### src/rtl/fetch_unit.sv
// -----------------------------------------------------------------------------
// fetch_unit -- single-entry instruction fetch stage.
//
// Keeps the fetch pc, issues word-aligned reads to instruction memory and holds
// one fetched instruction in an output register for the decode stage. Redirects
// restart fetch at a new target. A retired halt freezes the unit until reset.
//
// Parameters
//   PC_INIT      pc value loaded on reset
// Ports
//   CLK          system clock, rising-edge active
//   nRST         asynchronous active-low reset
//   imemREN      instruction memory read request
//   imemaddr     fetch address (always equals the pc register)
//   ihit         imemload is valid this cycle for imemaddr
//   imemload     fetched instruction word
//   stall        decode stage cannot take the output this cycle
//   redirect     branch/jump taken, restart at redirect_pc
//   redirect_pc  redirect target (low two bits dropped)
//   halt         halt retired, stop fetching
//   out_valid    out_inst/out_pc/out_npc hold a valid instruction
//   out_inst     fetched instruction
//   out_pc       address of out_inst
//   out_npc      out_pc + 4
//   fetch_cnt    number of instructions delivered (wraps)
//   halted       unit is in the HALTED state
// -----------------------------------------------------------------------------
module fetch_unit #(
   parameter logic [31:0] PC_INIT = 32'h00000000
) (
   input  logic        CLK,
   input  logic        nRST,
   output logic        imemREN,
   output logic [31:0] imemaddr,
   input  logic        ihit,
   input  logic [31:0] imemload,
   input  logic        stall,
   input  logic        redirect,
   input  logic [31:0] redirect_pc,
   input  logic        halt,
   output logic        out_valid,
   output logic [31:0] out_inst,
   output logic [31:0] out_pc,
   output logic [31:0] out_npc,
   output logic [31:0] fetch_cnt,
   output logic        halted
);

   typedef enum logic {
      RUN    = 1'b0,
      HALTED = 1'b1
   } state_t;

   state_t      state_r, state_n_s;
   logic [31:0] pc_r, pc_n_s;
   logic        out_valid_r, out_valid_n_s;
   logic [31:0] out_inst_r, out_inst_n_s;
   logic [31:0] out_pc_r, out_pc_n_s;
   logic [31:0] out_npc_r, out_npc_n_s;
   logic [31:0] fetch_cnt_r, fetch_cnt_n_s;
   logic        ren_s;
   logic        accept_s;
   logic [31:0] pc_plus4_s;

   // A new word may be requested whenever the output register is empty or
   // is being drained this cycle; this is what makes back-to-back delivery
   // bubble-free.
   assign ren_s      = (state_r == RUN) & (~out_valid_r | ~stall);
   assign accept_s   = ren_s & ihit;
   assign pc_plus4_s = pc_r + 32'd4;

   // Next-state and next-output-register selection; halt beats redirect,
   // redirect beats accept and stall.
   always_comb begin
      state_n_s     = state_r;
      pc_n_s        = pc_r;
      out_valid_n_s = out_valid_r;
      out_inst_n_s  = out_inst_r;
      out_pc_n_s    = out_pc_r;
      out_npc_n_s   = out_npc_r;
      fetch_cnt_n_s = fetch_cnt_r;
      case (state_r)
         RUN: begin
            if (halt) begin
               state_n_s     = HALTED;
               out_valid_n_s = 1'b0;
            end else if (redirect) begin
               pc_n_s        = {redirect_pc[31:2], 2'b00};
               out_valid_n_s = 1'b0;
            end else if (accept_s) begin
               out_valid_n_s = 1'b1;
               out_inst_n_s  = imemload;
               out_pc_n_s    = pc_r;
               out_npc_n_s   = pc_plus4_s;
               pc_n_s        = pc_plus4_s;
               fetch_cnt_n_s = fetch_cnt_r + 32'd1;
            end else if (out_valid_r & ~stall) begin
               // Consumed with nothing new arriving.
               out_valid_n_s = 1'b0;
            end else begin
               // Stalled or idle: everything holds.
               out_valid_n_s = out_valid_r;
            end
         end
         HALTED: begin
            // Terminal until reset.
            state_n_s = HALTED;
         end
         default: begin
            state_n_s     = HALTED;
            out_valid_n_s = 1'b0;
         end
      endcase
   end

   // State and output registers.
   always_ff @(posedge CLK or negedge nRST) begin
      if (!nRST) begin
         state_r     <= RUN;
         pc_r        <= PC_INIT;
         out_valid_r <= 1'b0;
         out_inst_r  <= 32'h00000000;
         out_pc_r    <= 32'h00000000;
         out_npc_r   <= 32'h00000000;
         fetch_cnt_r <= 32'h00000000;
      end else begin
         state_r     <= state_n_s;
         pc_r        <= pc_n_s;
         out_valid_r <= out_valid_n_s;
         out_inst_r  <= out_inst_n_s;
         out_pc_r    <= out_pc_n_s;
         out_npc_r   <= out_npc_n_s;
         fetch_cnt_r <= fetch_cnt_n_s;
      end
   end

   assign imemREN   = ren_s;
   assign imemaddr  = pc_r;
   assign out_valid = out_valid_r;
   assign out_inst  = out_inst_r;
   assign out_pc    = out_pc_r;
   assign out_npc   = out_npc_r;
   assign fetch_cnt = fetch_cnt_r;
   assign halted    = (state_r == HALTED);

endmodule

### config.mk
export PLATFORM = sky130hd
export DESIGN_NAME = fetch_unit
export DESIGN_NICKNAME = d
export VERILOG_FILES = /design/src/rtl/fetch_unit.sv
export SDC_FILE = /design/constraint.sdc
export NUM_CORES = 1
export LEC_CHECK = 0
export ABC_AREA = 1
export CAP_MARGIN = 10
export CORE_UTILIZATION = 40
export DETAILED_ROUTE_END_ITERATION = 8
export PLACE_DENSITY_LB_ADDON = 0.1
export SETUP_SLACK_MARGIN = 0.02
export SKIP_LAST_GASP = 1
export SLEW_MARGIN = 20
export SYNTH_ARGS = -nofsm -noshare
export SYNTH_HDL_FRONTEND = slang
export SYNTH_SLANG_ARGS = --single-unit
### constraint.sdc
create_clock -name CLK -period 3.6 [get_ports CLK]
set_input_delay 0.54 -clock CLK [delete_from_list [all_inputs] [get_ports CLK]]
set_output_delay 0.54 -clock CLK [all_outputs]
set_load 0.02 [all_outputs]
**Run 1: where the registers sit**

Scale: 2 px per µm. Other sequential cells in the stronger grey, the rest of the logic in the fainter grey.
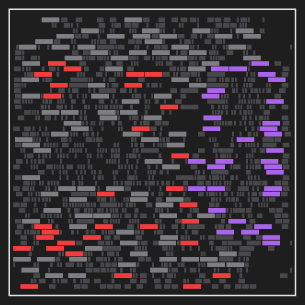
| colour | netlist name | placed flops |
|---|---|---|
| red | out_pc | 30 |
| purple | fetch_cnt | 32 |
not coloured: 94
final core occ: 57.2%
flop share of the area: 35.9%

**Run 1: port wiring**

Scale: 3 px per µm.
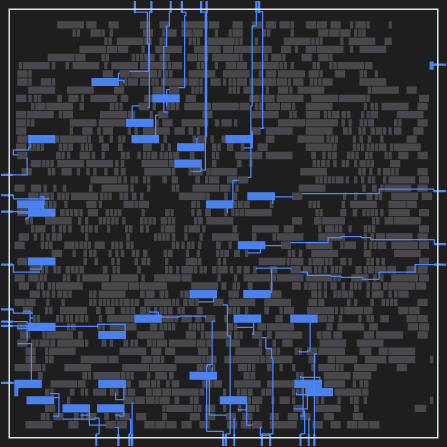
| colour | port | bits | direction | edge | end cells | buffers | wire |
|---|---|---|---|---|---|---|---|
| blue | out_npc | 32 | output | 12 south, 8 north, 8 west, 4 east | 32 | 30 | 1210 µm |
I/O Buffers: 224
Ports: 233

**Run 1: track usage over the die**

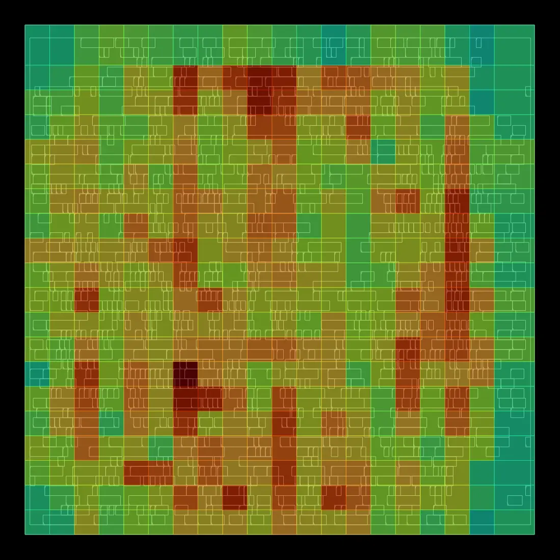
grt met1 use: 30.0%
met3 Resource Use GR: 5.65%

==> Changelog: implementation, run 1 <==
## Implementation

- Status: finished, final reports clean
- WL met3: approximately 1.4 mm
- Xor+xnor area frac: between 2 and 3%
- Setup slack, reg-to-reg: around 1.6 ns
- Clock group total power: roughly 1700 µW
- Setup Viol. Count Final: 0
- Largest net degree at the start of global routing: roughly 120
- R2r worst-path depth: 10
- Buf/Inv on CP: 3
- Max stage delay on crit path: 0.69 ns
- Crit path cell chain: clkdlybuf4s50_1, nor2_8, inv_2, nor2_8, buf_4, nand4_1, nand2_1
- Stages on worst setup path: 7
- Die area: 0.0203 mm²
- Switching Fraction: about 23%
- Clock Skew: just under 0.009 ns
- Total Power: between 3000 and 4000 µW
- Flop Count: 156
- Reg-to-Reg Start: imemaddr[2]
- Final Hold Vio Count: 0
- Nets: between 1000 and 1500
- Reg area: approximately 0.004 mm²
- Peak Freq: roughly 420 MHz
- Filler cells: between 1500 and 2000
- Cell mode on critical path: nor2_8
- Vias per cell: roughly 4.8
- Core box area: 0.0190 mm²
- CTS tree: done
- Number of logged tool warnings: 31
- GR Overflow Total: 0
- Clock buffers: 19
- Number of global-route vias before repair: 6935
- Routed wire length: 22.8 mm
- Root Buffer Master: clkbuf_16
- Top FF cell, synth: dfrtp_1
- Final RePlAce weighted congestion: between 0.9 and 1
- Yosys stat cell total: 1022
- Iteration count of the initial detailed-routing pass: 5
- Dpl cell area: just over 0.01 mm²
- CTS-repair resized insts: 0
- Non-clock inverter count: 65
- Critical Path Start: redirect
- Final Max Slew Viols: 0
- Later-pin clock latency in the skew report: roughly 0.42 ns
- Post-route cell area: roughly 0.011 mm²
- Top Consumer: registers
- Clock Path Buffers: 2
- Commonest Layout Cell: nand2_1
- Post-synth seq share: approximately half
- Max IR drop VDD: 311 µV
- Area delta synth->final: 38.1%
- Combinational gate power: 146 µW
- Yosys stat chip area: between 0.007 and 0.008 mm²
- EDFF count, synth: 0
- Reg-to-Reg End: imemaddr[24]
- Worst EP required: ~4.0 ns
- First-pass GRT wire length: around 36 mm
- Setup slack after layout: roughly 1.2 ns
- Share of total power in combinational logic: around 4%
- Sink Count: 156
- Hold_buf cts: 0
- Hold WC Path Type: input pin to asynchronous set/reset pin
- Most common cell in the synthesized netlist: nand2_1
- Clock Network Area Fraction: under 10%
- GRT Resource Usage Total: 23.5%
- CP delay by family, top: buffers and inverters
- Pwr per Cell Area: 334 mW/mm²
- Synth area leaders: dfrtp_1 (50%), nand2_1 (20%), nor2_1 (6.3%)
- TritonCTS buffer count: 17
- Clock group share of total power: between 40% and 50%
- Hold slack: ~0.15 ns
- Post-synth top cells: nand2_1 (428), dfrtp_1 (156), nor2_1 (132)
- Maxcap violations: 0
- Layout cell share with drive strength beyond 1: roughly 6.4%
- Synth unique cells: 38
- Cells after synthesis: 1022
- Mux frac, synth: 0%
- Setup crit end: fetch_cnt[22]
==> run 2, diff against run 1 <==
==> constraint.sdc (replaced) <==
create_clock -name CLK -period 2.45 [get_ports CLK]
set_input_delay 0.3675 -clock CLK [delete_from_list [all_inputs] [get_ports CLK]]
set_output_delay 0.3675 -clock CLK [all_outputs]
set_load 0.02 [all_outputs]
**Run 2: where the registers sit**

Scale: 2 px per µm. Other sequential cells in the stronger grey, the rest of the logic in the fainter grey.
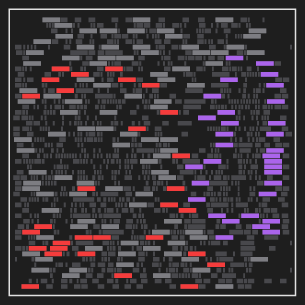
| colour | netlist name | placed flops |
|---|---|---|
| red | out_pc | 30 |
| purple | fetch_cnt | 32 |
not coloured: 94
flop share of the area: 35.5%
final core occ: 57.8%

**Run 2: port wiring**

Scale: 3 px per µm.
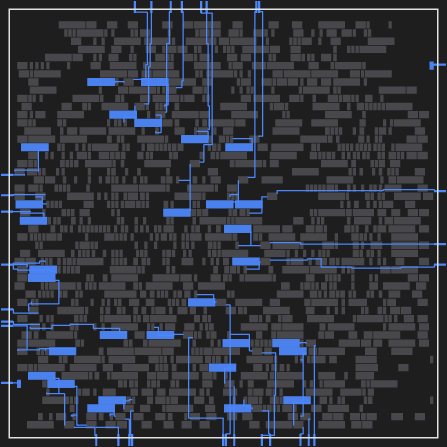
| colour | port | bits | direction | edge | end cells | buffers | wire |
|---|---|---|---|---|---|---|---|
| blue | out_npc | 32 | output | 12 south, 8 north, 8 west, 4 east | 32 | 30 | 1200 µm |

==> run 2 against run 1 <==
  * Worst setup slack worse by 0.84 ns
  * Highest routed layer unchanged
  * Clock skew is essentially flat
  * Largest cell class unchanged
  * Clock-buffer cell count did not move
  * Wire length shrank 0.40%
  * Critical endpoint is now imemaddr[24]
  * Non-clock buffer count is 3 higher
  * Flip-flop count unchanged
  * Sequential power increased by 47%
  * Critical path depth is 3 higher
==> Changelog: implementation, run 2 <==
## Implementation

- Flop Count: around 160
- Hold WC Path Type: input pin to asynchronous set/reset pin
- Clk slew on worst S/H paths: 0.06 ns
- Critical Path Start: imemaddr[2]
- Pwr per Cell Area: about 500 mW/mm²
- Cell mode on critical path: nand2_1
- Max stage delay on crit path: about 0.46 ns
- Maxcap violations: 0
- Post-synth seq share: 49.6%
- Number of logged tool warnings: 28
- Wire per inst: 15.0 µm
- Switching Fraction: a little over a fifth
- TritonCTS buffer count: 17
- Clock Skew: around 0.0084 ns
- Highest metal used: met4
- Non-clock inverter count: approximately 65
- Worst EP required: about 2.8 ns
- EDFF count, synth: 0
- Top Consumer: clock
- Die area: around 0.020 mm²
- Filler cells: about 1800
- DRC: 0
- Core Density at Floorplan: between 40% and 50%
- Synth area leaders: dfrtp_1 (50%), nand2_1 (20%), nor2_1 (6.3%)
- Setup slack after layout: about 0.40 ns
- R2r worst-path depth: 10
- Mux frac, synth: 0%
- Hold_buf cts: 1
- Final Max Slew Viols: 0
- Most common cell in the synthesized netlist: nand2_1
- Area delta synth->final: 39.6%
- GR Overflow Total: 0
- Reg-to-Reg Start: imemaddr[2]
- Peak Freq: 487 MHz
- Most frequent cells in the layout: nand2_1 (428), clkdlybuf4s50_1 (223), dfrtp_1 (156), nor2_1 (132), inv_1 (60)
- Reg area: about 0.0039 mm²
- Vias per cell: 4.75
- Non-clk buf share: a little over a fifth
- Place WS: 0.307 ns
- Final Hold Vio Count: 0
- Post-route cell area: roughly 0.011 mm²
- Setup crit end: imemaddr[24]
- Xor+xnor area frac: under 10%
- Logic cell area: around 0.0035 mm²
- GRT Resource Usage Total: a little under a quarter
- Number of global-route vias before repair: ~6900
- Yosys stat chip area: 0.00788 mm²
- Yosys stat cell total: between 1000 and 1500
- Synth unique cells: 38
- Stages on worst setup path: 10
- Worst Path Arrival: 2.37 ns
- Largest net degree at the start of global routing: roughly 70
- Commonest Layout Cell: nand2_1
- Share of total power in combinational logic: 4.1%
- Total Power: 5470 µW
- Status: finished, final reports clean
- Later-pin clock latency in the skew report: 0.42 ns
- First-pass GRT wire length: 36.3 mm
- Routed wire length: 22.7 mm
- Clock Path Buffers: 2
- Met3 Resource Use GR: between 4 and 5%
- Cells after synthesis: just over 1000
- Clock group share of total power: roughly half
- I/O Buffers: 224
- Setup Viol. Count Final: 0
- Hold slack: approximately 0.43 ns
- Reg-to-Reg End: imemaddr[24]
- YS warnings: 0
- Crit path cell chain: ha_1, nand2_2, nor2_4, nand2_1, nor2_1, nand2_1, nand2_1, nand3_1, nand2_1, nand2_1
- Core box area: ~0.019 mm²
- Max IR drop VDD: 477 µV
- Ports: roughly 230
- CTS tree: done
- Top FF cell, synth: dfrtp_1
- Iteration count of the initial detailed-routing pass: 5
- WL met3: roughly 1.3 mm
- CTS-repair resized insts: 0
- Combinational gate power: between 200 and 250 µW
- Synth Cell Area: ~0.0079 mm²
- Dpl cell area: around 0.010 mm²
- Nets: between 1000 and 1500
- CP delay by family, top: simple AND/OR/NAND/NOR gates
- Setup slack, reg-to-reg: just under 0.4 ns
- Buf/Inv on CP: 0
- Clock Network Area Fraction: roughly 5.3%
- Layout cell share with drive strength beyond 1: approximately 6.4%
- Clock buffers: 19
- Final RePlAce weighted congestion: about 0.92
- Routed vias: roughly 7200
- Sink Count: 156
- Clock group total power: about 2700 µW
- Post-synth top cells: nand2_1 (428), dfrtp_1 (156), nor2_1 (132)
- Slew at the pin closest to its max-slew limit: 0.636 ns
- Grt met1 use: between 30 and 40%
- Root Buffer Master: clkbuf_16
**Run 2: ports around the boundary**

Scale: 2 px per µm. Pins as bars across the die edge, other pins in grey.
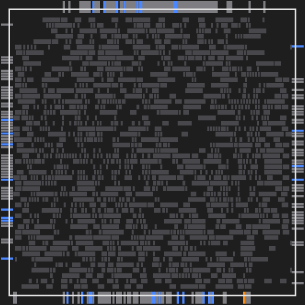
| colour | port | pins | direction | edge |
|---|---|---|---|---|
| blue | out_npc | 32 | output | 12 south, 8 north, 8 west, 4 east |
| orange | halted | 1 | output | south |
all pins by edge: 78 north, 61 south, 52 west, 42 east
chip height: 142 µm
chip width: 142 µm

No activity file was given, so power comes from the tool's default toggle rates.
